File: config.mk
export PLATFORM = sky130hd
export DESIGN_NAME = raster_engine_flat
export DESIGN_NICKNAME = d
export VERILOG_FILES = /design/src/rtl/raster_engine_if.sv /design/src/rtl/raster_engine.sv /design/src/flat_wrapper.sv
export SDC_FILE = /design/constraint.sdc
export NUM_CORES = 1
export LEC_CHECK = 0
export ABC_AREA = 1
export CORE_MARGIN = 4
export CORE_UTILIZATION = 35
export CTS_BUF_LIST = sky130_fd_sc_hd__clkbuf_16
export CTS_CLUSTER_DIAMETER = 40
export CTS_CLUSTER_SIZE = 30
export DETAILED_ROUTE_END_ITERATION = 10
export PLACE_DENSITY = 0.54
export SKIP_LAST_GASP = 1
export SYNTH_ARGS = -nofsm -noshare
export SYNTH_HDL_FRONTEND = slang
export SYNTH_SLANG_ARGS = --single-unit
File: constraint.sdc
create_clock -name clk -period 4.9 [get_ports clk]
set_input_delay 0.98 -clock clk [delete_from_list [all_inputs] [get_ports clk]]
set_output_delay 0.98 -clock clk [all_outputs]
set_load 0.02 [all_outputs]
File: src/rtl/raster_engine_if.sv
// Command and pixel-stream bundle for raster_engine.
// The master issues draw commands and sinks pixel beats; the slave is the engine.
interface raster_engine_if #(
  parameter int unsigned X_BITS = 3,
  parameter int unsigned Y_BITS = 3,
  parameter int unsigned OUT_W  = 4
);
  logic              cmd_valid;
  logic              cmd_ready;
  logic [1:0]        cmd_op;
  logic              cmd_present;
  logic [X_BITS-1:0] x1;
  logic [Y_BITS-1:0] y1;
  logic [X_BITS-1:0] x2;
  logic [Y_BITS-1:0] y2;
  logic [X_BITS-1:0] rect_w;
  logic [Y_BITS-1:0] rect_h;
  logic              pix_valid;
  logic              pix_ready;
  logic [OUT_W-1:0]  pix_data;
  logic              frame_start;
  logic              frame_end;
  logic              busy;

  modport master (
    output cmd_valid, cmd_op, cmd_present, x1, y1, x2, y2, rect_w, rect_h, pix_ready,
    input  cmd_ready, pix_valid, pix_data, frame_start, frame_end, busy
  );

  modport slave (
    input  cmd_valid, cmd_op, cmd_present, x1, y1, x2, y2, rect_w, rect_h, pix_ready,
    output cmd_ready, pix_valid, pix_data, frame_start, frame_end, busy
  );
endinterface

File: src/rtl/raster_engine.sv
// Monochrome rasteriser: one-bit frame buffer with CLEAR/POINT/RECT/LINE draw commands
// and an optional row-major frame stream of OUT_W-pixel beats after each command.
module raster_engine #(
  parameter int unsigned X_BITS = 3,
  parameter int unsigned Y_BITS = 3,
  parameter int unsigned OUT_W  = 4
) (
  input logic            clk,
  input logic            rst_n,
  raster_engine_if.slave bus
);
  localparam int unsigned W         = 1 << X_BITS;
  localparam int unsigned H         = 1 << Y_BITS;
  localparam int unsigned B         = W * H / OUT_W;
  localparam int unsigned BEAT_BITS = (B > 1) ? $clog2(B) : 1;
  localparam int unsigned PIX_BITS  = X_BITS + Y_BITS;
  localparam int unsigned OUT_LOG   = $clog2(OUT_W);
  localparam int unsigned E_BITS    = X_BITS + Y_BITS + 2;

  typedef enum logic [2:0] {StIdle, StClr, StPt, StRect, StLine, StStream} state_e;

  state_e                     state_q, state_d;
  logic [W-1:0]               fb_q [H];
  logic [W-1:0]               fb_d [H];
  logic [X_BITS-1:0]          x1_q, x1_d, x2_q, x2_d, xe_q, xe_d, cx_q, cx_d;
  logic [Y_BITS-1:0]          y1_q, y1_d, y2_q, y2_d, ye_q, ye_d, cy_q, cy_d;
  logic                       present_q, present_d, sx_neg_q, sx_neg_d, sy_neg_q, sy_neg_d;
  logic signed [E_BITS-1:0]   err_q, err_d, dx_q, dx_d, dy_q, dy_d, e2;
  logic [BEAT_BITS-1:0]       beat_q, beat_d;
  logic [X_BITS:0]            xsum;
  logic [Y_BITS:0]            ysum;
  logic [X_BITS-1:0]          adx;
  logic [Y_BITS-1:0]          ady;
  logic [PIX_BITS-1:0]        pix_base;
  logic                       done;

  // Command-time geometry: clipped rect corner and absolute line deltas.
  always_comb begin
    xsum = {1'b0, bus.x1} + {1'b0, bus.rect_w};
    ysum = {1'b0, bus.y1} + {1'b0, bus.rect_h};
    adx  = (bus.x2 >= bus.x1) ? bus.x2 - bus.x1 : bus.x1 - bus.x2;
    ady  = (bus.y2 >= bus.y1) ? bus.y2 - bus.y1 : bus.y1 - bus.y2;
  end

  always_comb begin
    state_d   = state_q;
    fb_d      = fb_q;
    x1_d      = x1_q;
    x2_d      = x2_q;
    xe_d      = xe_q;
    cx_d      = cx_q;
    y1_d      = y1_q;
    y2_d      = y2_q;
    ye_d      = ye_q;
    cy_d      = cy_q;
    present_d = present_q;
    sx_neg_d  = sx_neg_q;
    sy_neg_d  = sy_neg_q;
    err_d     = err_q;
    dx_d      = dx_q;
    dy_d      = dy_q;
    beat_d    = beat_q;
    e2        = err_q <<< 1;
    done      = 1'b0;

    case (state_q)
      StIdle: begin
        if (bus.cmd_valid) begin
          x1_d      = bus.x1;
          y1_d      = bus.y1;
          x2_d      = bus.x2;
          y2_d      = bus.y2;
          xe_d      = xsum[X_BITS] ? '1 : xsum[X_BITS-1:0];
          ye_d      = ysum[Y_BITS] ? '1 : ysum[Y_BITS-1:0];
          present_d = bus.cmd_present;
          sx_neg_d  = bus.x2 < bus.x1;
          sy_neg_d  = bus.y2 < bus.y1;
          dx_d      = E_BITS'(adx);
          dy_d      = -E_BITS'(ady);
          err_d     = E_BITS'(adx) - E_BITS'(ady);
          cx_d      = bus.x1;
          cy_d      = bus.y1;
          unique case (bus.cmd_op)
            2'b00: begin
              state_d = StClr;
              cy_d    = '0;
            end
            2'b01:   state_d = StPt;
            2'b10:   state_d = StRect;
            default: state_d = StLine;
          endcase
        end
      end
      StClr: begin
        fb_d[cy_q] = '0;
        if (cy_q == '1) done = 1'b1;
        else            cy_d = cy_q + 1'b1;
      end
      StPt: begin
        fb_d[y1_q][x1_q] = 1'b1;
        done             = 1'b1;
      end
      StRect: begin
        fb_d[cy_q][cx_q] = 1'b1;
        if (cx_q == xe_q) begin
          cx_d = x1_q;
          if (cy_q == ye_q) done = 1'b1;
          else              cy_d = cy_q + 1'b1;
        end else begin
          cx_d = cx_q + 1'b1;
        end
      end
      StLine: begin
        fb_d[cy_q][cx_q] = 1'b1;
        if (cx_q == x2_q && cy_q == y2_q) begin
          done = 1'b1;
        end else begin
          if (e2 >= dy_q) begin
            err_d = err_d + dy_q;
            cx_d  = sx_neg_q ? cx_q - 1'b1 : cx_q + 1'b1;
          end
          if (e2 <= dx_q) begin
            err_d = err_d + dx_q;
            cy_d  = sy_neg_q ? cy_q - 1'b1 : cy_q + 1'b1;
          end
        end
      end
      StStream: begin
        if (bus.pix_ready) begin
          if (beat_q == BEAT_BITS'(B - 1)) state_d = StIdle;
          else                             beat_d  = beat_q + 1'b1;
        end
      end
      default: state_d = StIdle;
    endcase

    if (done) begin
      state_d = present_q ? StStream : StIdle;
      beat_d  = '0;
    end
  end

  // Outputs depend only on state and beat, so they hold steady while stalled.
  always_comb begin
    pix_base        = PIX_BITS'(beat_q) << OUT_LOG;
    bus.cmd_ready   = (state_q == StIdle);
    bus.busy        = (state_q != StIdle);
    bus.pix_valid   = (state_q == StStream);
    bus.pix_data    = '0;
    bus.frame_start = 1'b0;
    bus.frame_end   = 1'b0;
    if (state_q == StStream) begin
      bus.pix_data    = fb_q[pix_base[PIX_BITS-1 -: Y_BITS]][pix_base[X_BITS-1:0] +: OUT_W];
      bus.frame_start = (beat_q == '0);
      bus.frame_end   = (beat_q == BEAT_BITS'(B - 1));
    end
  end

  always_ff @(posedge clk or negedge rst_n) begin
    if (!rst_n) begin
      state_q   <= StIdle;
      for (int r = 0; r < int'(H); r++) fb_q[r] <= '0;
      x1_q      <= '0;
      x2_q      <= '0;
      xe_q      <= '0;
      cx_q      <= '0;
      y1_q      <= '0;
      y2_q      <= '0;
      ye_q      <= '0;
      cy_q      <= '0;
      present_q <= 1'b0;
      sx_neg_q  <= 1'b0;
      sy_neg_q  <= 1'b0;
      err_q     <= '0;
      dx_q      <= '0;
      dy_q      <= '0;
      beat_q    <= '0;
    end else begin
      state_q   <= state_d;
      fb_q      <= fb_d;
      x1_q      <= x1_d;
      x2_q      <= x2_d;
      xe_q      <= xe_d;
      cx_q      <= cx_d;
      y1_q      <= y1_d;
      y2_q      <= y2_d;
      ye_q      <= ye_d;
      cy_q      <= cy_d;
      present_q <= present_d;
      sx_neg_q  <= sx_neg_d;
      sy_neg_q  <= sy_neg_d;
      err_q     <= err_d;
      dx_q      <= dx_d;
      dy_q      <= dy_d;
      beat_q    <= beat_d;
    end
  end
endmodule
File: src/flat_wrapper.sv
// flat-port wrapper written by rule: the top's interface ports become plain ports
module raster_engine_flat 
#(
  parameter int unsigned X_BITS = 3,
  parameter int unsigned Y_BITS = 3,
  parameter int unsigned OUT_W  = 4
)
  (clk, rst_n, bus_cmd_valid, bus_cmd_op, bus_cmd_present, bus_x1, bus_y1, bus_x2, bus_y2, bus_rect_w, bus_rect_h, bus_pix_ready, bus_cmd_ready, bus_pix_valid, bus_pix_data, bus_frame_start, bus_frame_end, bus_busy);
  raster_engine_if #(.X_BITS(X_BITS), .Y_BITS(Y_BITS), .OUT_W(OUT_W)) bus_i ();
  input logic clk;
  input logic rst_n;
  input wire logic [$bits(bus_i.cmd_valid)-1:0] bus_cmd_valid;
  input wire logic [$bits(bus_i.cmd_op)-1:0] bus_cmd_op;
  input wire logic [$bits(bus_i.cmd_present)-1:0] bus_cmd_present;
  input wire logic [$bits(bus_i.x1)-1:0] bus_x1;
  input wire logic [$bits(bus_i.y1)-1:0] bus_y1;
  input wire logic [$bits(bus_i.x2)-1:0] bus_x2;
  input wire logic [$bits(bus_i.y2)-1:0] bus_y2;
  input wire logic [$bits(bus_i.rect_w)-1:0] bus_rect_w;
  input wire logic [$bits(bus_i.rect_h)-1:0] bus_rect_h;
  input wire logic [$bits(bus_i.pix_ready)-1:0] bus_pix_ready;
  output wire logic [$bits(bus_i.cmd_ready)-1:0] bus_cmd_ready;
  output wire logic [$bits(bus_i.pix_valid)-1:0] bus_pix_valid;
  output wire logic [$bits(bus_i.pix_data)-1:0] bus_pix_data;
  output wire logic [$bits(bus_i.frame_start)-1:0] bus_frame_start;
  output wire logic [$bits(bus_i.frame_end)-1:0] bus_frame_end;
  output wire logic [$bits(bus_i.busy)-1:0] bus_busy;
  assign bus_i.cmd_valid = bus_cmd_valid;
  assign bus_i.cmd_op = bus_cmd_op;
  assign bus_i.cmd_present = bus_cmd_present;
  assign bus_i.x1 = bus_x1;
  assign bus_i.y1 = bus_y1;
  assign bus_i.x2 = bus_x2;
  assign bus_i.y2 = bus_y2;
  assign bus_i.rect_w = bus_rect_w;
  assign bus_i.rect_h = bus_rect_h;
  assign bus_i.pix_ready = bus_pix_ready;
  assign bus_cmd_ready = bus_i.cmd_ready;
  assign bus_pix_valid = bus_i.pix_valid;
  assign bus_pix_data = bus_i.pix_data;
  assign bus_frame_start = bus_i.frame_start;
  assign bus_frame_end = bus_i.frame_end;
  assign bus_busy = bus_i.busy;
  raster_engine #(.X_BITS(X_BITS), .Y_BITS(Y_BITS), .OUT_W(OUT_W)) u_core (.clk(clk), .rst_n(rst_n), .bus(bus_i));
endmodule
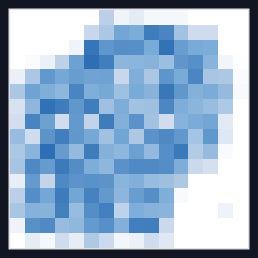
**Above:** run 1 (local utilization).
(1.5 px per um) The die is cut into 16 by 16 equal tiles; white is low, dark blue is high, 0 to 100% covered.
- mean over tiles: 35%
- fullest tile: 75%
- nearly empty tiles: 21%
- emptiest ninth of the die: lower right
Final Util: 0.408
Core Util at FP: 0.359
core area: 22100 um2

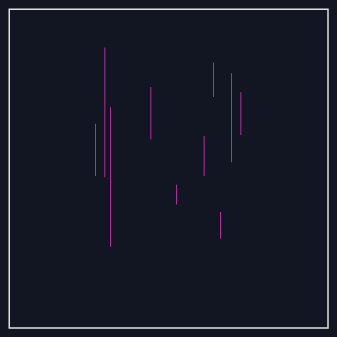
**Above:** run 1 (met4 routing).
(2 px per um)
- share of all routed wire: 1.3%
- main direction: vertical
- wire length on this layer: 310 um

==> Slide: Implementation Results, run 1 <==
Flow Results at a Glance

Run status
  – Status: finished, final reports clean

STA
  – Fin worst setup slack: 947 ps
  – Hold Fails Final Rpt: 0
  – Min cycle time layout: 3950 ps
  – Final setup viols: 0
  – Slew Viols, Final: 0
  – RSZ-0062 raised after global routing: false
  – Worst-margin pin slew: 822 ps

Critical path
  – Critical path depth: 15
  – Termination of the worst setup path: u_core.err_q[4]$_DFFE_PN0P_
  – Kind of critical path: primary input to flip-flop
  – RR Endpoint: u_core.err_q[5]$_DFFE_PN0P_
  – Crit path max fanout: 5

Global route
  – Number of global-route vias before repair: 7040
  – First-pass GRT wire length: 39.2 mm

Clock tree
  – Root Driver: clkbuf_16
  – Post-CTS sizing: 0
  – Max clock buf depth: 2
  – CTS Hold Buffers Added: 0

Routing
  – DRT Wirelength: 24.3 mm
  – Routed Antenna Nets: 0
  – Met2 wire len: 10.9 mm
  – Vias per inst: 5.35

Layout
  – Filler cell count in the final layout: 2290
  – Fraction of area in non-clock buffers: 0.0447
  – Fin nets: 1169
  – Seq/total area: 0.313
  – Register area: 2830 um2
  – Bufs w/o clock: 43

Synthesis
  – Synthesized area per cell: 7.46 um2
  – Yosys Warn Count: 0
  – Top cells by count, synth: nand2_1, o21ai_0, inv_1, dfrtp_1, a21oi_1
  – Ys cells: 1064
  – Synth top cell by count: nand2_1
  – Largest area contributor in the netlist: dfrtp_1
  – YS chip area: 7940 um2
  – Cell Type Count: 52
  – Seq/Total Area, Yosys: 0.356
  – Post-Synthesis Cells: 1064

Power and ir drop
  – Power density over cell area: 651 nW/um2

Floorplan
  – Die Wd: 159 um
  – Row cnt: 54

Worst hold path
  – Hold Path Depth: 2
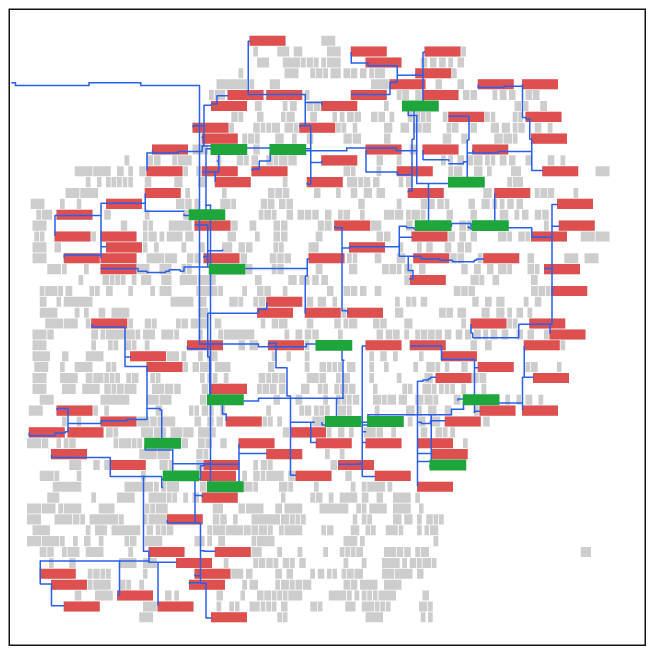
**Above:** run 1 (routed clock nets over the placement).
(4 px per um)
- red: flip-flops (count 113)
- green: clock drivers (count 17)
- blue: clock wires (length 1800 um)
- flops lie: spread over the die
- routed clock nets: 18

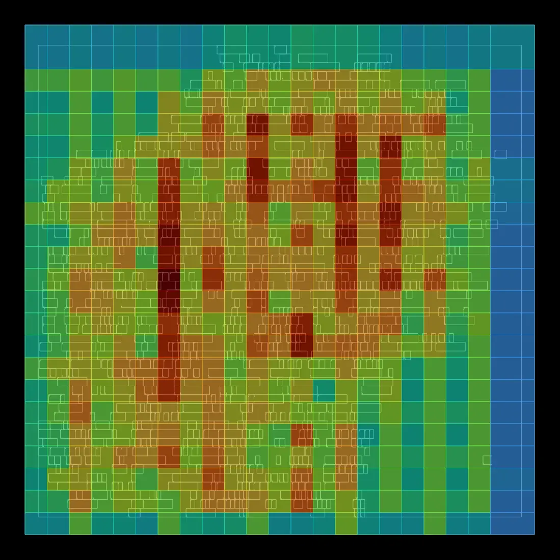
**Above:** run 1 (routing congestion map).
GR Util met3: 0.0337
most used routing layer in global routing: met2

run 1: sequential cells by signal, indices dropped and copies added (netlist names), 3 cells and up:
register and flops:
u_core.state_q 3, u_core.xe_q 3, u_core.dy_q 5, u_core.x2_q 3, u_core.y2_q 3, u_core.cy_q 3
u_core.cx_q 3, u_core.fb_q 64, u_core.ye_q 3, u_core.y1_q 3, u_core.beat_q 4, u_core.dx_q 3
u_core.err_q 7, u_core.x1_q 3
run 1: power breakdown:
| group | switching (mW) | internal, mW |
|---|---|---|
| Sequential | 0.367 | 1.31 |
| Clock | 0.446 | 0.628 |
| Combinational | 2.07 | 1.05 |
| Total | 2.88 | 2.99 |
run 1: cell families after synthesis:
group / after synthesis
fa+ha+maj: 58
compound gates: 305
flops: 113
simple gates: 370
buf+inv: 193
mux: 1
xor+xnor: 24
==> run 1 -> run 2 <==
- clock period: 4.9 -> 3.8 ns (I/O delays scaled with it)
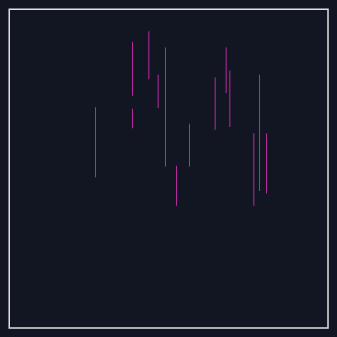
**Above:** run 2 (met4 routing).
(2 px per um)
- main direction: vertical
- longest straight run: 59.2 um

==> run 2 against run 1 <==
Against the previous run:
- combinational power is 32% higher
- hold slack got worse by 120 ps
- power is 33% higher
- die area is the same
- sequential share of layout area decreased by 0.98 points
- critical path type is now flip-flop to primary output
- largest power group unchanged
==> Slide: Implementation Results, run 2 <==
Flow Results at a Glance

Power and ir drop
  – Switching fraction of total power: 0.482 (-0.00988)
  – Comb group: 4.11 mW (+32%)
  – Clock group: 1.56 mW (+46%)
  – Sequential share of power: 0.275 (-0.011)
  – Comb pwr share: 0.525 (-0.006)
  – Power density over cell area: 840 nW/um2 (+29%)
  – Clock share of power: 0.200 (+0.017)

Global route
  – GR Util met3: 0.0364 (+0.00272)
  – Number of global-route vias before repair: 7167 (+1.8%)

STA
  – Final setup viols: 0 (unchanged)
  – Fin worst setup slack: 232 ps (-715 ps)
  – Min cycle time layout: 3570 ps

Clock tree
  – CTS Hold Buffers Added: 0 (unchanged)
  – Root Driver: clkbuf_16
  – Post-CTS sizing: 0 (unchanged)
  – Max clock buf depth: 2 (unchanged)

Layout
  – Max FFs per register: 64 (unchanged)
  – Fraction of area in non-clock buffers: 0.0677 (+0.0231)
  – Top reg by flops: u_core.fb_q
  – Filler cell count in the final layout: 2264 (-1.1%)
  – Bufs w/o clock: 70 (+63%)
  – Seq/total area: 0.304 (-0.00981)
  – Fin nets: 1196 (+2.3%)

Routing
  – Met2 wire len: 11.0 mm (+0.92%)
  – Vias per inst: 5.38 (+0.49%)
  – Routed Antenna Nets: 0 (unchanged)
  – DRT Wirelength: 24.3 mm (about the same)

Synthesis
  – Ys cells: 1064 (unchanged)
  – Post-Synthesis Cells: 1064 (unchanged)
  – Synthesized area per cell: 7.46 um2 (unchanged)
  – YS chip area: 7940 um2 (unchanged)
  – Largest area contributor in the netlist: dfrtp_1
  – Synth top cell by count: nand2_1

Critical path
  – Kind of critical path: flip-flop to primary output

Floorplan
  – Row cnt: 54 (unchanged)
  – Core Util at FP: 0.359 (unchanged)
  – Die Wd: 159 um (unchanged)
  – Core area: 22100 um2 (unchanged)

Run status
  – Status: finished, final reports clean
==> run 2: cell count changes in the layout (fill, tap and decap cells not counted), sizes merged <==
cell and change:
buf +27, bufinv +2, clkinv +1, clkinvlp -2, inv -1
==> run 2: final timing paths <==
path | from | end | slack [ps]
max | u_core.beat_q[2]$_DFFE_PN0P_ | bus_pix_data[3] | 230
min reg2reg | u_core.present_q$_DFFE_PN0P_ | u_core.present_q$_DFFE_PN0P_ | 500
max reg2reg | u_core.dy_q[5]$_DFFE_PN0P_ | u_core.err_q[5]$_DFFE_PN0P_ | 430
min | rst_n | u_core.fb_q[28]$_DFFE_PN0P_ | 370
max in group asynchronous | rst_n | u_core.fb_q[46]$_DFFE_PN0P_ | 2650
min in group clk | u_core.present_q$_DFFE_PN0P_ | u_core.present_q$_DFFE_PN0P_ | 500
No activity file was given, so power comes from the tool's default toggle rates.
